===== src/rtl/alu_sequencer.sv =====
`default_nettype none
// ============================================================================
// Module   : alu_sequencer
// Purpose  : Operation sequencer for the calculator integer datapath. Accepts
//            one request at a time over op_valid/op_ready, latches operands,
//            runs single-cycle ALU ops directly and multiply/divide on
//            iterative shift-add / restoring-divide engines. Owns the "last
//            result" register consumed by the shift/rotate ops.
// Config   : ALU_SEQ_DIV_EN - when defined, the divider engine and DIV state
//            are built and opcode 0011 divides; otherwise 0011 reports err.
// Ports    : clk      - system clock, rising edge
//            rst      - asynchronous active-high reset
//            op_valid - request present
//            op_ready - request accepted when high (IDLE only)
//            op_code  - 4-bit operation select
//            op_a     - operand A (WIDTH)
//            op_b     - operand B (WIDTH)
//            busy     - high outside IDLE
//            done     - one-cycle pulse when result/flags/err update
//            result   - last completed result (2*WIDTH)
//            flags    - {zero, neg, carry, ovf} of last result
//            err      - last op unsupported or divide-by-zero
// Revision : 1.0 - initial release
// ============================================================================
module alu_sequencer #(
    parameter int WIDTH = 32
) (
    input  logic               clk,
    input  logic               rst,
    input  logic               op_valid,
    output logic               op_ready,
    input  logic [3:0]         op_code,
    input  logic [WIDTH-1:0]   op_a,
    input  logic [WIDTH-1:0]   op_b,
    output logic               busy,
    output logic               done,
    output logic [2*WIDTH-1:0] result,
    output logic [3:0]         flags,
    output logic               err
);

    localparam int c_CNT_W = $clog2(WIDTH + 1);

    localparam logic [2:0] c_S_IDLE = 3'd0;
    localparam logic [2:0] c_S_EXEC = 3'd1;
    localparam logic [2:0] c_S_MUL  = 3'd2;
`ifdef ALU_SEQ_DIV_EN
    localparam logic [2:0] c_S_DIV  = 3'd3;
`endif
    localparam logic [2:0] c_S_DONE = 3'd4;

    logic [2:0]         r_state;
    logic [2:0]         w_next;
    logic [3:0]         r_op;
    logic [WIDTH-1:0]   r_a;
    logic [WIDTH-1:0]   r_b;
    // Shared engine registers: multiply {hi=partial product, lo=multiplier};
    // divide {hi=remainder, lo=dividend shifting out / quotient shifting in}.
    logic [WIDTH-1:0]   r_hi;
    logic [WIDTH-1:0]   r_lo;
    logic [c_CNT_W-1:0] r_cnt;

    logic               w_accept;
    logic               w_iter_last;
    logic [WIDTH-1:0]   w_low;
    logic [WIDTH:0]     w_sum;
    logic [WIDTH:0]     w_diff;
    logic [WIDTH:0]     w_mul_sum;
    logic [WIDTH-1:0]   w_exec_res;
    logic               w_exec_carry;
    logic               w_exec_ovf;
    logic               w_exec_err;

    assign op_ready    = (r_state == c_S_IDLE);
    assign busy        = (r_state != c_S_IDLE);
    assign done        = (r_state == c_S_DONE);
    assign w_accept    = op_valid && op_ready;
    assign w_iter_last = (r_cnt == c_CNT_W'(WIDTH));

    // result does not change between accept and DONE, so reading it in EXEC
    // yields the previous op's result as held at the accepting edge.
    assign w_low  = result[WIDTH-1:0];
    assign w_sum  = {1'b0, r_a} + {1'b0, r_b};
    assign w_diff = {1'b0, r_a} - {1'b0, r_b};

    // One shift-add step: add B when the current multiplier LSB is set, then
    // shift the {carry, hi, lo} triple right by one.
    assign w_mul_sum = {1'b0, r_hi} + (r_lo[0] ? {1'b0, r_b} : {(WIDTH+1){1'b0}});

`ifdef ALU_SEQ_DIV_EN
    logic [WIDTH:0] w_div_shift;
    logic [WIDTH:0] w_div_trial;
    logic           w_div_ge;

    // Restoring step: remainder < B so the shifted value fits WIDTH+1 bits;
    // the trial subtraction sign bit tells whether it went negative.
    assign w_div_shift = {r_hi, r_lo[WIDTH-1]};
    assign w_div_trial = w_div_shift - {1'b0, r_b};
    assign w_div_ge    = ~w_div_trial[WIDTH];
`endif

    // ------------------------------------------------------------------
    // State register
    // ------------------------------------------------------------------
    always_ff @(posedge clk or posedge rst) begin
        if (rst) begin
            r_state <= c_S_IDLE;
        end else begin
            r_state <= w_next;
        end
    end

    // ------------------------------------------------------------------
    // Next-state logic
    // ------------------------------------------------------------------
    always_comb begin
        w_next = r_state;
        case (r_state)
            c_S_IDLE: begin
                if (w_accept) begin
                    if (op_code == 4'b0010) begin
                        w_next = c_S_MUL;
`ifdef ALU_SEQ_DIV_EN
                    end else if ((op_code == 4'b0011) && (op_b != '0)) begin
                        w_next = c_S_DIV;
`endif
                    end else begin
                        // Divide-by-zero and unsupported codes also go here.
                        w_next = c_S_EXEC;
                    end
                end
            end
            c_S_EXEC: w_next = c_S_DONE;
            c_S_MUL:  if (w_iter_last) w_next = c_S_DONE;
`ifdef ALU_SEQ_DIV_EN
            c_S_DIV:  if (w_iter_last) w_next = c_S_DONE;
`endif
            c_S_DONE: w_next = c_S_IDLE;
            default:  w_next = c_S_IDLE;
        endcase
    end

    // ------------------------------------------------------------------
    // Single-cycle operation decode
    // ------------------------------------------------------------------
    always_comb begin
        w_exec_res   = '0;
        w_exec_carry = 1'b0;
        w_exec_ovf   = 1'b0;
        w_exec_err   = 1'b0;
        case (r_op)
            4'b0000: begin
                w_exec_res   = w_sum[WIDTH-1:0];
                w_exec_carry = w_sum[WIDTH];
                w_exec_ovf   = (r_a[WIDTH-1] == r_b[WIDTH-1]) &&
                               (w_sum[WIDTH-1] != r_a[WIDTH-1]);
            end
            4'b0001: begin
                w_exec_res   = w_diff[WIDTH-1:0];
                w_exec_carry = ~w_diff[WIDTH];  // no-borrow
                w_exec_ovf   = (r_a[WIDTH-1] != r_b[WIDTH-1]) &&
                               (w_diff[WIDTH-1] != r_a[WIDTH-1]);
            end
            4'b1000: w_exec_res = r_a & r_b;
            4'b1001: w_exec_res = r_a | r_b;
            4'b1010: w_exec_res = ~(r_a | r_b);
            4'b1011: w_exec_res = ~r_a;
            4'b1100: w_exec_res = {w_low[WIDTH-2:0], 1'b0};
            4'b1101: w_exec_res = {1'b0, w_low[WIDTH-1:1]};
            4'b1110: w_exec_res = {w_low[WIDTH-1], w_low[WIDTH-1:1]};
            4'b1111: w_exec_res = {w_low[0], w_low[WIDTH-1:1]};
            // 0011 arrives here only as divide-by-zero (or with no divider);
            // 01xx is the unsupported float slot.
            default: w_exec_err = 1'b1;
        endcase
    end

    // ------------------------------------------------------------------
    // Operand latch, engines and result register
    // ------------------------------------------------------------------
    always_ff @(posedge clk or posedge rst) begin
        if (rst) begin
            r_op   <= '0;
            r_a    <= '0;
            r_b    <= '0;
            r_hi   <= '0;
            r_lo   <= '0;
            r_cnt  <= '0;
            result <= '0;
            flags  <= '0;
            err    <= 1'b0;
        end else begin
            case (r_state)
                c_S_IDLE: begin
                    if (w_accept) begin
                        r_op  <= op_code;
                        r_a   <= op_a;
                        r_b   <= op_b;
                        r_hi  <= '0;
                        r_lo  <= op_a;
                        r_cnt <= '0;
                    end
                end
                c_S_EXEC: begin
                    result <= {{WIDTH{1'b0}}, w_exec_res};
                    flags  <= {(w_exec_res == '0), w_exec_res[WIDTH-1],
                               w_exec_carry, w_exec_ovf};
                    err    <= w_exec_err;
                end
                c_S_MUL: begin
                    if (w_iter_last) begin
                        result <= {r_hi, r_lo};
                        flags  <= {({r_hi, r_lo} == '0), r_hi[WIDTH-1], 2'b00};
                        err    <= 1'b0;
                    end else begin
                        r_hi  <= w_mul_sum[WIDTH:1];
                        r_lo  <= {w_mul_sum[0], r_lo[WIDTH-1:1]};
                        r_cnt <= r_cnt + c_CNT_W'(1);
                    end
                end
`ifdef ALU_SEQ_DIV_EN
                c_S_DIV: begin
                    if (w_iter_last) begin
                        result <= {r_hi, r_lo};
                        flags  <= {({r_hi, r_lo} == '0), 3'b000};
                        err    <= 1'b0;
                    end else begin
                        if (w_div_ge) begin
                            r_hi <= w_div_trial[WIDTH-1:0];
                            r_lo <= {r_lo[WIDTH-2:0], 1'b1};
                        end else begin
                            r_hi <= w_div_shift[WIDTH-1:0];
                            r_lo <= {r_lo[WIDTH-2:0], 1'b0};
                        end
                        r_cnt <= r_cnt + c_CNT_W'(1);
                    end
                end
`endif
                default: ;
            endcase
        end
    end

endmodule
`default_nettype wire


===== config.mk =====
export PLATFORM = sky130hd
export DESIGN_NAME = alu_sequencer
export DESIGN_NICKNAME = d
export VERILOG_FILES = /design/src/rtl/alu_sequencer.sv
export SDC_FILE = /design/constraint.sdc
export NUM_CORES = 1
export LEC_CHECK = 0
export CAP_MARGIN = 20
export CORE_UTILIZATION = 54
export DETAILED_ROUTE_END_ITERATION = 7
export MAX_ROUTING_LAYER = met4
export PLACE_DENSITY = 0.74
export REMOVE_ABC_BUFFERS = 1
export SLEW_MARGIN = 20
export SYNTH_ARGS = -nofsm -noshare
export SYNTH_HDL_FRONTEND = slang
export SYNTH_SLANG_ARGS = --single-unit

===== constraint.sdc =====
create_clock -name clk -period 6.2 [get_ports clk]
set_input_delay 0.62 -clock clk [delete_from_list [all_inputs] [get_ports clk]]
set_output_delay 0.62 -clock clk [all_outputs]
set_load 0.005 [all_outputs]

Figure 1. A small window of the routed layout (run 1).
Bar = 20 µm. Region (65, 100) to (115, 150) µm. Cells in gray, sequential cells in the stronger gray; small squares are vias.
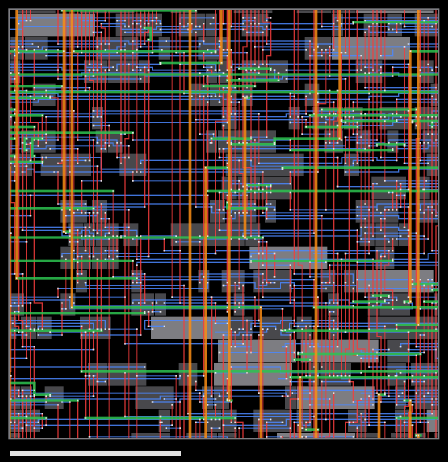
| color | layer |
|---|---|
| orange | M4 |
| blue | M1 |
| red | M2 |
| green | M3 |
sequential cells in the window: 9
netlist names of flops here include: `result` (3), `r_a` (2)
cells with their middle in the window: 144
most frequent: nand2_1 (19)

Figure 2. Clock wiring as the flow saved it (run 1).
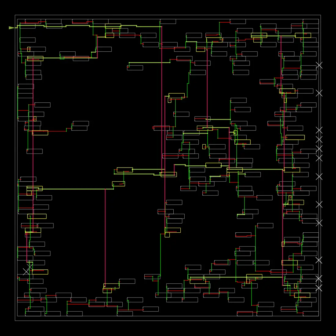
P_clk: 1500 µW
Clock Sinks: 210
Inserted Clock Buffers: 25
Seq Cell Count: 210
worst-skew pair later-pin latency: 0.56 ns

==> results.toml, run 1 <==
# physical design summary
[outcome]
outcome = "finished, violations left"
failed_checks = "design-rule violations"

[yosys]
synthArstFlopShare_pct = 100
synth-seq-cells = 210
syn-cell-area_mm2 = 0.0170
postSynthCellCount = 2133
yosysUniqueCellTypes = 84
ys_chip_area_mm2 = 0.0170
edf_count = 0

[placed_design]
dp.cells = 2572
gp_congestion = 1.01
place_ws_ns = 1.43

[power_and_ir_drop]
power_switching_uw = 4920
clkPwrFrac_pct = 15.5
intPower_uw = 4710
largestPowerGroup = "combinational logic"

[final_timing]
final.setup.worst_slack_ns = 1.46
fin_crit_sh_pct = 76.4
rsz0062_at_grt = "no"

[drt]
drc = 27
drt-vias-per-instance = 6.70

[cts]
ctsHtreeMaxLevel = 1
root_buffer = "clkbuf_16"
ctsResizeCount = 0

[critical_path]
critPathLaunchType = "flop"
worst_r2r_endpoint = "flags[3]"
crit_path_start = "r_op[2]"
r2r_slack_ns = 1.46
cp_max_fo = 43
regToRegStartpoint = "r_op[2]"
cp.depth = 11
crit_family = "simple AND/OR/NAND/NOR gates"
path_buffers = 0

[floorplanning]
chipArea_mm2 = 0.0321
tap_cells = 396
io-pin-count = 143
rows = 64
fp_util_pct = 55.2

[global_routing]
grt_max_degree = 116
overflow = 0

[worst_hold_path]
min_path_cells = 2
min_from = "result[53]"

[finish]
syn2layout_area_growth_pct = 14.8
flop_area_mm2 = 0.00526
mi_logic_area_mm2 = 0.0107
antennaDiodeCount = 1
logic_gates = 1656
drive_gt1_share_pct = 5.31

[job]
cap_violations = 0
Figure 3. M1 wires (run 1).
Bar = 50 µm.
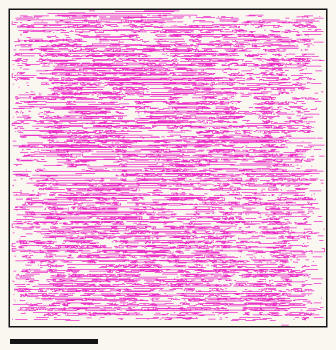
nets with wire on the layer: 2183
wire length on this layer: 27.0 mm

-- run 1: per-stage QoR --
step                total power, µW  area (µm²)
floorplan                      5800       16400
global placement               7820       18600
detailed placement             7900       18600
CTS                            9430       19500
global route                  10100       19500
finish                         9630       19500
-- run 1: tightest hold or removal path: stages (launching register included) --
cell and delay, ns:
dfrtp_1 0.34, nand2_1 0.05, nand2_1 0.04
-- run 1: layer usage --
layer,track usage [%],vias to the layer above,routed length [µm]
li1,-,7838,-
met1,54.2,8475,27000
met2,64.5,996,29200
met3,8.16,225,6560
met4,18.9,0,3320
met5,-,-,0
-- run 1: cells in the mapped netlist, types with 7 or more instances --
library cell,number,area (µm²)
nand2_1,301,1130
dfrtp_1,210,5260
o21ai_0,175,876
nor2_1,167,627
ha_1,139,1740
inv_1,137,514
a21oi_1,135,676
clkbuf_1,101,379
nand3_1,80,400
a211oi_1,48,360
mux2i_1,44,440
and2_1,42,263
nor3_1,35,175
a21o_1,31,233
nand2b_1,29,181
a222oi_1,27,270
nor4_1,27,169
o31ai_1,25,188
a31oi_1,23,144
xnor2_1,22,193
nand4_1,18,113
nor2b_1,17,106
o211ai_1,16,120
mux2_2,15,169
buf_2,14,70.1
or3_1,14,87.6
xor2_1,14,123
a311o_1,13,130
o221ai_1,13,114
a221o_1,12,120
buf_1,11,41.3
o21bai_1,11,82.6
o22ai_1,11,68.8
o21a_1,9,67.6
a22o_1,8,70.1
and3_1,8,50.1
a2bb2oi_1,7,61.3
-- run 1: cell families after synthesis --
kind of cell / after synthesis
flip-flops: 210
AND-OR/OR-AND: 647
buffers and inverters: 267
AND/OR/NAND/NOR: 771
adder cells (fa/ha/maj): 142
XOR/XNOR: 36
multiplexers: 60
## Run 2: what changed since run 1
PLACE_DENSITY = 0.71   (was 0.74)
clock period = 4.6 ns   (was 6.2 ns; I/O delays follow)
==> run 2 against run 1 <==
Final cell count grew 1.3%; count of clock-buffer cells in the layout shrank 4; worst setup slack lost 1.4 ns; highest routed layer unchanged; sequential power grew 32%; critical endpoint unchanged; the flow still finishes with violations (design-rule violations).
==> results.toml, run 2 <==
# physical design summary
[yosys]
edf_count = 0
yosys.area.top_type = "dfrtp_1"
ys_chip_area_mm2 = 0.0170
synthTopCellsByCount = "nand2_1, dfrtp_1, o21ai_0, nor2_1, ha_1"
yosysMostFrequentCell = "nand2_1"
postSynthCellCount = 2133
synth-seq-cells = 210
yosysUniqueCellTypes = 84
yosys.area.top_type_share_pct = 31.0
synthArstFlopShare_pct = 100
syn-cell-area_mm2 = 0.0170
area_leaders = "dfrtp_1, ha_1, nand2_1, o21ai_0, a21oi_1"

[critical_path]
regToRegStartpoint = "r_b[20]"
worst_r2r_endpoint = "flags[3]"
r2r_slack_ns = 0.04
cp_max_fo = 9

[floorplanning]
chipArea_mm2 = 0.0321
io-pin-count = 143
fp_util_pct = 55.2

[global_routing]
grt_max_degree = 122
overflow = 0

[job]
cap_violations = 0

[placed_design]
dp.cells = 2607
place_ws_ns = 0.285

[drt]
drc = 27

[cts]
ctsHtreeMaxLevel = 1
root_buffer = "clkbuf_16"

[finish]
drive_gt1_share_pct = 7.00
final_area_mm2 = 0.0199
syn2layout_area_growth_pct = 17.3

[final_timing]
rsz0062_at_grt = "no"
fin_crit_sh_pct = 99.1
final.setup.worst_slack_ns = 0.0411
finalHoldViolations = 0

[worst_hold_path]
min_from = "op_b[20]"
min_path_cells = 3

[outcome]
outcome = "finished, violations left"
failed_checks = "design-rule violations"
-- run 2: cell counts after synthesis --
No cell type changed its count.
-- run 2: area by class of cell --
class | instances | area (µm²)
inverters | 138 | 526
clock inverters | 14 | 239
well taps | 396 | 495
multi-input cells | 1656 | 10700
repair buffers | 207 | 1960
flip-flops and latches | 210 | 5260
clock buffers | 32 | 682
fillers | 2628 | 10900
-- run 2: critical path: stages (launching register included) --
cell      delay, ns
dfrtp_1        0.54
inv_1          0.16
ha_1           0.46
nor4_1         0.82
buf_4          0.23
o211ai_1       0.25
a311oi_1       0.81
o311ai_1       0.22
mux2_2         0.30
a21oi_1        0.31
nand3_1        0.15
o31ai_2        0.20
-- run 2: how the worst max path moves through the flow --
stage             from       end  slack [ns]  depth (start not counted)
6_report       r_b[20]  flags[3]        0.04                         11
5_1_grt         r_a[0]  flags[3]        0.02                         15
4_1_cts        r_b[20]  flags[3]        0.25                         11
3_5_place_dp   r_b[20]  flags[3]        0.28                         11
3_3_place_gp   r_b[20]  flags[3]        0.24                         11
2_1_floorplan      rst       err       -1.60                          1
-- run 2: metal layers --
metal	vias to the layer above	share of wire (%)	global-route usage [%]
met2	1035	44	66.9
met4	0	5.0	19.2
met5	-	0	-
li1	7922	-	-
met3	192	10	8.04
met1	8603	41	56.6
-- run 2: power breakdown --
| part | internal (µW) | switching (µW) | leakage [µW] |
|---|---|---|---|
| Clock | 1390 | 861 | 0.000457 |
| Combinational | 3020 | 5080 | 0.00596 |
| Sequential | 2320 | 832 | 0.00269 |
-- run 2: timing repair --
item / 4_1_cts / 5_1_grt
endpoints found under the setup margin: 0 / 1
gates resized: 0 / 1
setup buffers: 0 / 0
hold buffers: 0 / 0
Figure 4. M1 wires (run 2).
Bar = 50 µm.
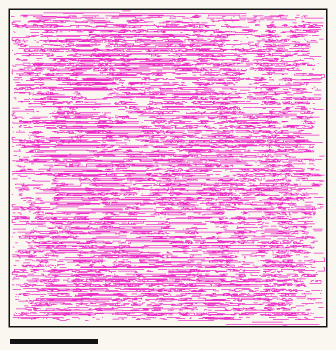
vias: 17800
grt met1 use: 56.6%
final WL: 68600 µm

No activity file was given, so power comes from the tool's default toggle rates.
